Fig. 1: run 1, the metal 2 layer
Cells faint in the background.
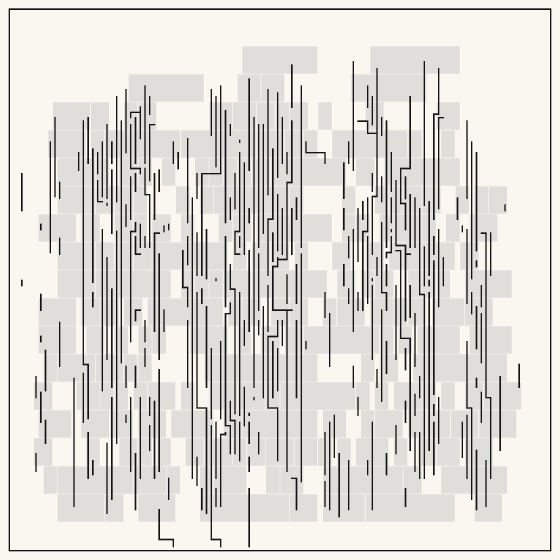
Fig. 2: run 1, metal 3
Bar = 20 µm.
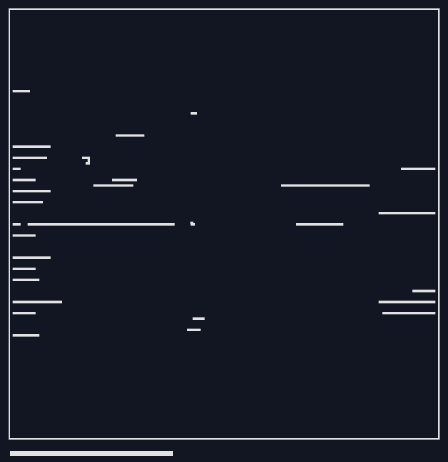
Fig. 3: run 1, placement by cell class
Fill, decap, tap and diode cells in grey.
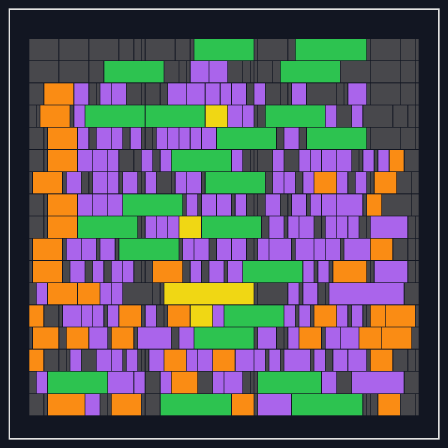
Fig. 4: run 1, I/O nets highlighted
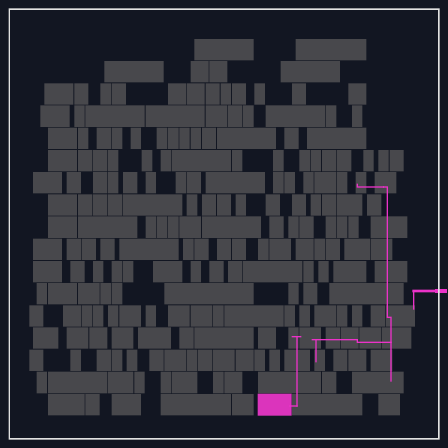
==> src/rtl/bin2csd_pkg.sv <==
// Shared definitions for the bin2csd digit scheduler: CSD digit codes and FSM states.
package bin2csd_pkg;

    localparam logic [1:0] CSD_0  = 2'b00;
    localparam logic [1:0] CSD_P1 = 2'b01;
    localparam logic [1:0] CSD_M1 = 2'b10;

    typedef enum logic [1:0] {
        ST_IDLE,
        ST_LOAD,
        ST_SEND
    } state_t;

endpackage

==> src/rtl/bin2csd.sv <==
// Combinational two's-complement to canonical-signed-digit converter.
// Digit i of the W-digit result sits at y[2i+1:2i].
module bin2csd
    import bin2csd_pkg::*;
#(
    parameter int unsigned W = 5
) (
    input  logic [W-1:0]   x,
    output logic [2*W-1:0] y
);

    logic [W:0] xe;
    logic       c;

    // Sign extension makes the final carry equal the sign bit, so W digits are exact.
    assign xe = {x[W-1], x};

    always_comb begin
        y = '0;
        c = 1'b0;
        for (int unsigned i = 0; i < W; i++) begin
            if (xe[i] ^ c) begin
                if (xe[i+1]) begin
                    y[2*i +: 2] = CSD_M1;
                    c           = 1'b1;
                end else begin
                    y[2*i +: 2] = CSD_P1;
                    c           = 1'b0;
                end
            end else begin
                y[2*i +: 2] = CSD_0;
                c           = xe[i];
            end
        end
    end

endmodule

==> src/rtl/bin2csd_rr_arb.sv <==
// Combinational round-robin arbiter: grants the first request at or above ptr, wrapping.
module bin2csd_rr_arb #(
    parameter  int unsigned N  = 2,
    localparam int unsigned PW = (N > 1) ? $clog2(N) : 1
) (
    input  logic [N-1:0]  req,
    input  logic [PW-1:0] ptr,
    input  logic          en,
    output logic [N-1:0]  gnt
);

    int unsigned idx;
    logic        found;

    always_comb begin
        gnt   = '0;
        found = 1'b0;
        idx   = 0;
        for (int unsigned off = 0; off < N; off++) begin
            idx = (32'(ptr) + off) % N;
            if (en && !found && req[idx]) begin
                gnt[idx] = 1'b1;
                found    = 1'b1;
            end
        end
    end

endmodule

==> src/rtl/bin2csd_sched.sv <==
// Shares one bin2csd converter among N_REQ requesters and streams each word's
// CSD digits MSB-first with a valid/ready handshake, tagged by source index.
module bin2csd_sched
    import bin2csd_pkg::*;
#(
    parameter int unsigned W     = 5,
    parameter int unsigned N_REQ = 2,
    parameter int unsigned SRC_W = (N_REQ > 1) ? $clog2(N_REQ) : 1
) (
    input  logic                 clk,
    input  logic                 rst,
    input  logic [N_REQ-1:0]     req_valid,
    input  logic [N_REQ*W-1:0]   req_x,
    output logic [N_REQ-1:0]     req_ready,
    output logic                 dig_valid,
    input  logic                 dig_ready,
    output logic [1:0]           dig,
    output logic                 dig_last,
    output logic [SRC_W-1:0]     dig_src,
    output logic                 busy
);

    localparam int unsigned CW = (W > 1) ? $clog2(W) : 1;

    state_t           state, state_nx;
    logic [W-1:0]     x_q;
    logic [SRC_W-1:0] src_q;
    logic [SRC_W-1:0] ptr;
    logic [SRC_W-1:0] gnt_idx;
    logic [CW-1:0]    cnt;
    logic [2*W-1:0]   sh;
    logic [2*W-1:0]   y;
    logic [N_REQ-1:0] gnt;
    logic             arb_en;
    logic             take;

    // Gating with rst keeps a grant from being offered in a cycle that reset wins.
    assign arb_en    = (state == ST_IDLE) && !rst;
    assign req_ready = gnt;
    assign take      = |(gnt & req_valid);

    bin2csd_rr_arb #(.N(N_REQ)) u_arb (
        .req (req_valid),
        .ptr (ptr),
        .en  (arb_en),
        .gnt (gnt)
    );

    bin2csd #(.W(W)) u_csd (
        .x (x_q),
        .y (y)
    );

    always_comb begin
        gnt_idx = '0;
        for (int unsigned i = 0; i < N_REQ; i++) begin
            if (gnt[i]) gnt_idx = SRC_W'(i);
        end
    end

    always_ff @(posedge clk) begin
        if (rst) state <= ST_IDLE;
        else     state <= state_nx;
    end

    always_comb begin
        state_nx = state;
        case (state)
            ST_IDLE: if (take) state_nx = ST_LOAD;
            ST_LOAD: state_nx = ST_SEND;
            ST_SEND: if (dig_ready && cnt == '0) state_nx = ST_IDLE;
            default: state_nx = ST_IDLE;
        endcase
    end

    always_comb begin
        dig_valid = (state == ST_SEND);
        busy      = (state != ST_IDLE);
        dig       = dig_valid ? sh[2*cnt +: 2] : CSD_0;
        dig_last  = dig_valid && (cnt == '0);
        dig_src   = src_q;
    end

    always_ff @(posedge clk) begin
        if (rst) begin
            x_q   <= '0;
            src_q <= '0;
            ptr   <= '0;
            cnt   <= '0;
            sh    <= '0;
        end else begin
            case (state)
                ST_IDLE: if (take) begin
                    x_q   <= req_x[32'(gnt_idx)*W +: W];
                    src_q <= gnt_idx;
                    ptr   <= (32'(gnt_idx) == N_REQ - 1) ? '0 : gnt_idx + 1'b1;
                end
                ST_LOAD: begin
                    sh  <= y;
                    cnt <= CW'(W - 1);
                end
                ST_SEND: if (dig_ready && cnt != '0) cnt <= cnt - 1'b1;
                default: ;
            endcase
        end
    end

endmodule
==> config.mk <==
export PLATFORM = sky130hd
export DESIGN_NAME = bin2csd_sched
export DESIGN_NICKNAME = d
export VERILOG_FILES = /design/src/rtl/bin2csd_pkg.sv /design/src/rtl/bin2csd.sv /design/src/rtl/bin2csd_rr_arb.sv /design/src/rtl/bin2csd_sched.sv
export SDC_FILE = /design/constraint.sdc
export NUM_CORES = 1
export LEC_CHECK = 0
export ABC_AREA = 1
export CORE_MARGIN = 2
export CORE_UTILIZATION = 50
export DETAILED_ROUTE_END_ITERATION = 8
export PLACE_DENSITY = 0.9
export SETUP_SLACK_MARGIN = 0.05
export SYNTH_ARGS = -nofsm -noshare
export SYNTH_HDL_FRONTEND = slang
export SYNTH_SLANG_ARGS = --single-unit
==> constraint.sdc <==
create_clock -name clk -period 1.6 [get_ports clk]
set_clock_uncertainty 0.05 [all_clocks]
set_input_delay 0.24 -clock clk [delete_from_list [all_inputs] [get_ports clk]]
set_output_delay 0.24 -clock clk [all_outputs]
set_load 0.01 [all_outputs]
==> Changelog: implementation, run 1 <==
### Changed

- Hold EP: ptr
- Max Slew Vio Count: 0
- Wire per inst: 11.92 µm
- CTS tree: yes
- RD Place Congestion: 0.8013
- Critical path depth in cells: 6
- Yosys aoi share: 10.66%
- Fin crit period: 1.599 ns
- Vias per cell: 5.210
- Worst skew pair latency: 0.32 ns
- Hold_sp: req_valid[1]
- Final worst path period share: 99.93%
- Post-CTS setup buffers: 3
- Clk_buf instances: 3
- Share of layout cells above drive strength 1: 24.76%
- Synth Instances: 174
- Most frequent logic cell in the layout: nand2_1
- Overall routing resource usage: 23.05%
- Yosys cell count: 174
- Hold Vio Cnt, Final: 0
- Clock Path Buffers: 2
- Crit path buf inv count: 3
- Clock network power share: 32.2%
- Warnings from Yosys: 0
- Distinct cells, synth: 22
- Lkg Pwr: 0.7571 nW
- Status: finished clean
- WHS Path Cells: 4
- Layout area overhead: 35.61%
- Met1 Usage GRT: 24.46%
- Worst Path Max Fanout: 8
## Picture notes: Fig. 1
longest straight run: 27.2 µm
wire length on this layer: 1,520 µm
nets with wire on the layer: 191
met2 usage: 45.63%
vias: 1,240
Detailed Route WL: 2.837 mm

## Picture notes: Fig. 2
longest straight run: 17.7 µm
share of all routed wire: 4.3%
GRT met3 Usage: 2.857%

## Picture notes: Fig. 3
legend:
  clock drivers and dummy loads:
    colour: yellow
    cells: 4
  all other logic:
    colour: purple
    cells: 145
  other buffers and delay cells:
    colour: orange
    cells: 39
  flip-flops:
    colour: green
    cells: 22
fin area: 0.001592 mm²
sequential share of cell area: 28.46%

## Picture notes: Fig. 4
legend:
  `dig_valid`:
    colour: magenta
    direction: output
    edge: right
    end_cells: 1
    buffers: 2
    wire: 56.2 µm
PortBufs: 22
# IOs: 23

## Run 2: what changed since run 1
CORE_MARGIN = 1.5   (was 2)
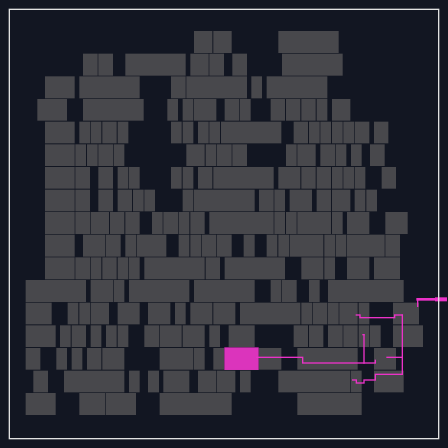
Fig. 5. I/O nets highlighted (run 2).
legend:
  `dig_valid`:
    colour: magenta
    direction: output
    edge: right
    end_cells: 1
    buffers: 2
    wire: 44.2 µm

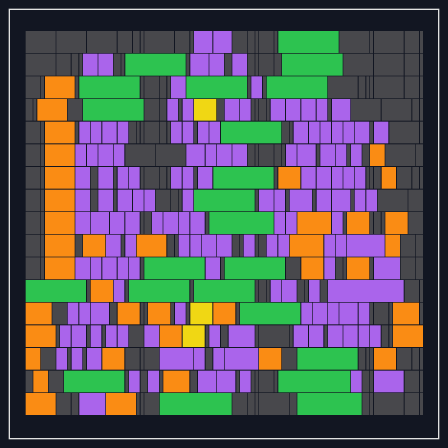
Fig. 6. Placement by cell class (run 2).
Fill, decap, tap and diode cells in grey.
legend:
  flip-flops:
    colour: green
    cells: 22
  other buffers and delay cells:
    colour: orange
    cells: 38
  cells driving clock nets:
    colour: yellow
    cells: 3
  all other logic:
    colour: purple
    cells: 145
core box area: 0.002212 mm²
sequential share of cell area: 29.44%

==> Changelog: implementation, run 2 <==
### Changed

- Distinct cells, synth: 22 (unchanged)
- Final worst path period share: 105.0% (+5.1 points)
- Yosys cell count: 174 (unchanged)
- GRT met3 Usage: 3.216% (+0.36 points)
- # setup viols final: 2
- Critical path depth in cells: 7 (+1)
- Lkg Pwr: 0.7279 nW (-3.9%)
- Share of layout cells above drive strength 1: 23.08% (-1.7 points)
- Crit path buf inv count: 4 (+1)
- Fin worst setup slack: -0.08046 ns
- Max Slew Vio Count: 0 (unchanged)
- Vias: 1,181 (-4.8%)
- Hold_sp: req_valid[1]
- Worst skew pair latency: 0.30 ns (-0.02 ns)
- Failing checks: negative setup slack
- Clk_buf instances: 3 (unchanged)
- Status: finished with violations
- Detailed Route WL: 2.814 mm (-0.81%)
- RD Place Congestion: 0.7502 (-6.4%)
- Clock network power share: 21.2% (-11 points)
- Hold Vio Cnt, Final: 0 (unchanged)
- Met1 Usage GRT: 23.54% (-0.92 points)
- PortBufs: 22 (unchanged)
- Hold EP: ptr
- CTS tree: yes
Fig. 7: run 2, cell outlines without signal wires
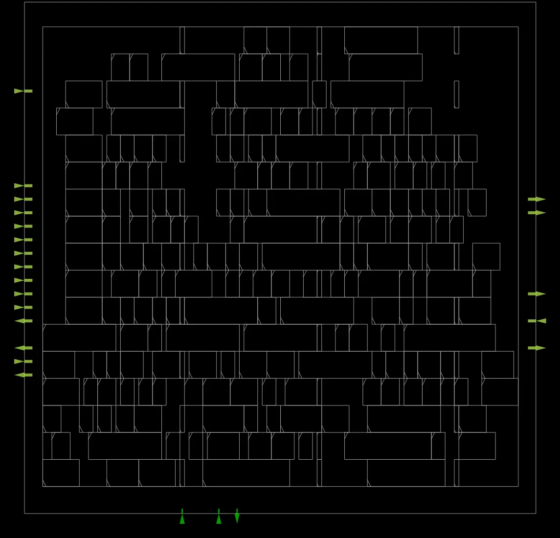

## Run 3: what changed since run 2
REMOVE_ABC_BUFFERS = 1   (was unset)
SLEW_MARGIN = 0   (was unset)
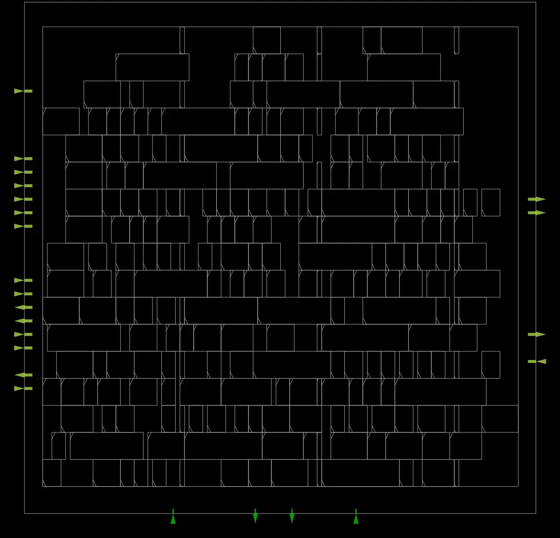
Fig. 8. Cell outlines without signal wires (run 3).
cell row count: 17
sequential share of cell area: 28.41%

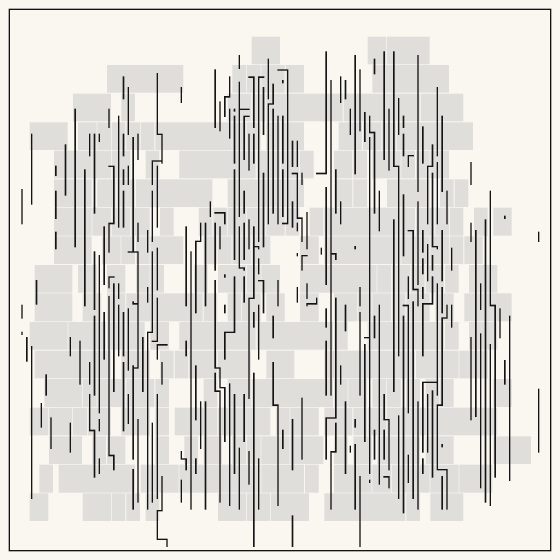
Fig. 9. The metal 2 layer (run 3).
Cells faint in the background.
nets with wire on the layer: 175
wire length on this layer: 1,490 µm
main direction: vertical
share of all routed wire: 53%
longest straight run: 32.0 µm
met2 usage: 42.74%
vias: 1,215

==> Changelog: implementation, run 3 <==
### Changed

- Status: finished with violations
- Failing checks: negative setup slack
- Worst skew pair latency: 0.31 ns (about the same)
- RD Place Congestion: 0.7772 (+3.6%)
- Max Slew Vio Count: 0 (unchanged)
- Final worst path period share: 106.5% (+1.4 points)
- And+or+nand+nor area frac: 35.93%
- GRT met3 Usage: 2.632% (-0.58 points)
- Crit path buf inv count: 3 (-1)
- Switching share of power: 29.72%
- CTS tree: yes
- Hold Vio Cnt, Final: 0 (unchanged)
- Hold_sp: req_valid[1]
- Core box area: 0.002212 mm² (unchanged)
- Critical R2R Capture: cnt[2]
- Total clock sinks: 22
- Critical path depth in cells: 7 (unchanged)
- Detailed Route WL: 2.833 mm (+0.68%)
- Routed met3 length: 102 µm
- # setup viols final: 3 (+1)
- Share of layout cells above drive strength 1: 25.59% (+2.5 points)
- Met1 Usage GRT: 26.84% (+3.3 points)
- Final setup TNS: -0.2094 ns
- Hold EP: ptr
- Clock network power share: 25.5% (+4.3 points)
- Lkg Pwr: 0.7492 nW (+2.9%)
- Fin worst setup slack: -0.1036 ns (-0.02312 ns)
- Crit path kind: flop to primary output
Power is estimated from default activity; no workload was simulated.
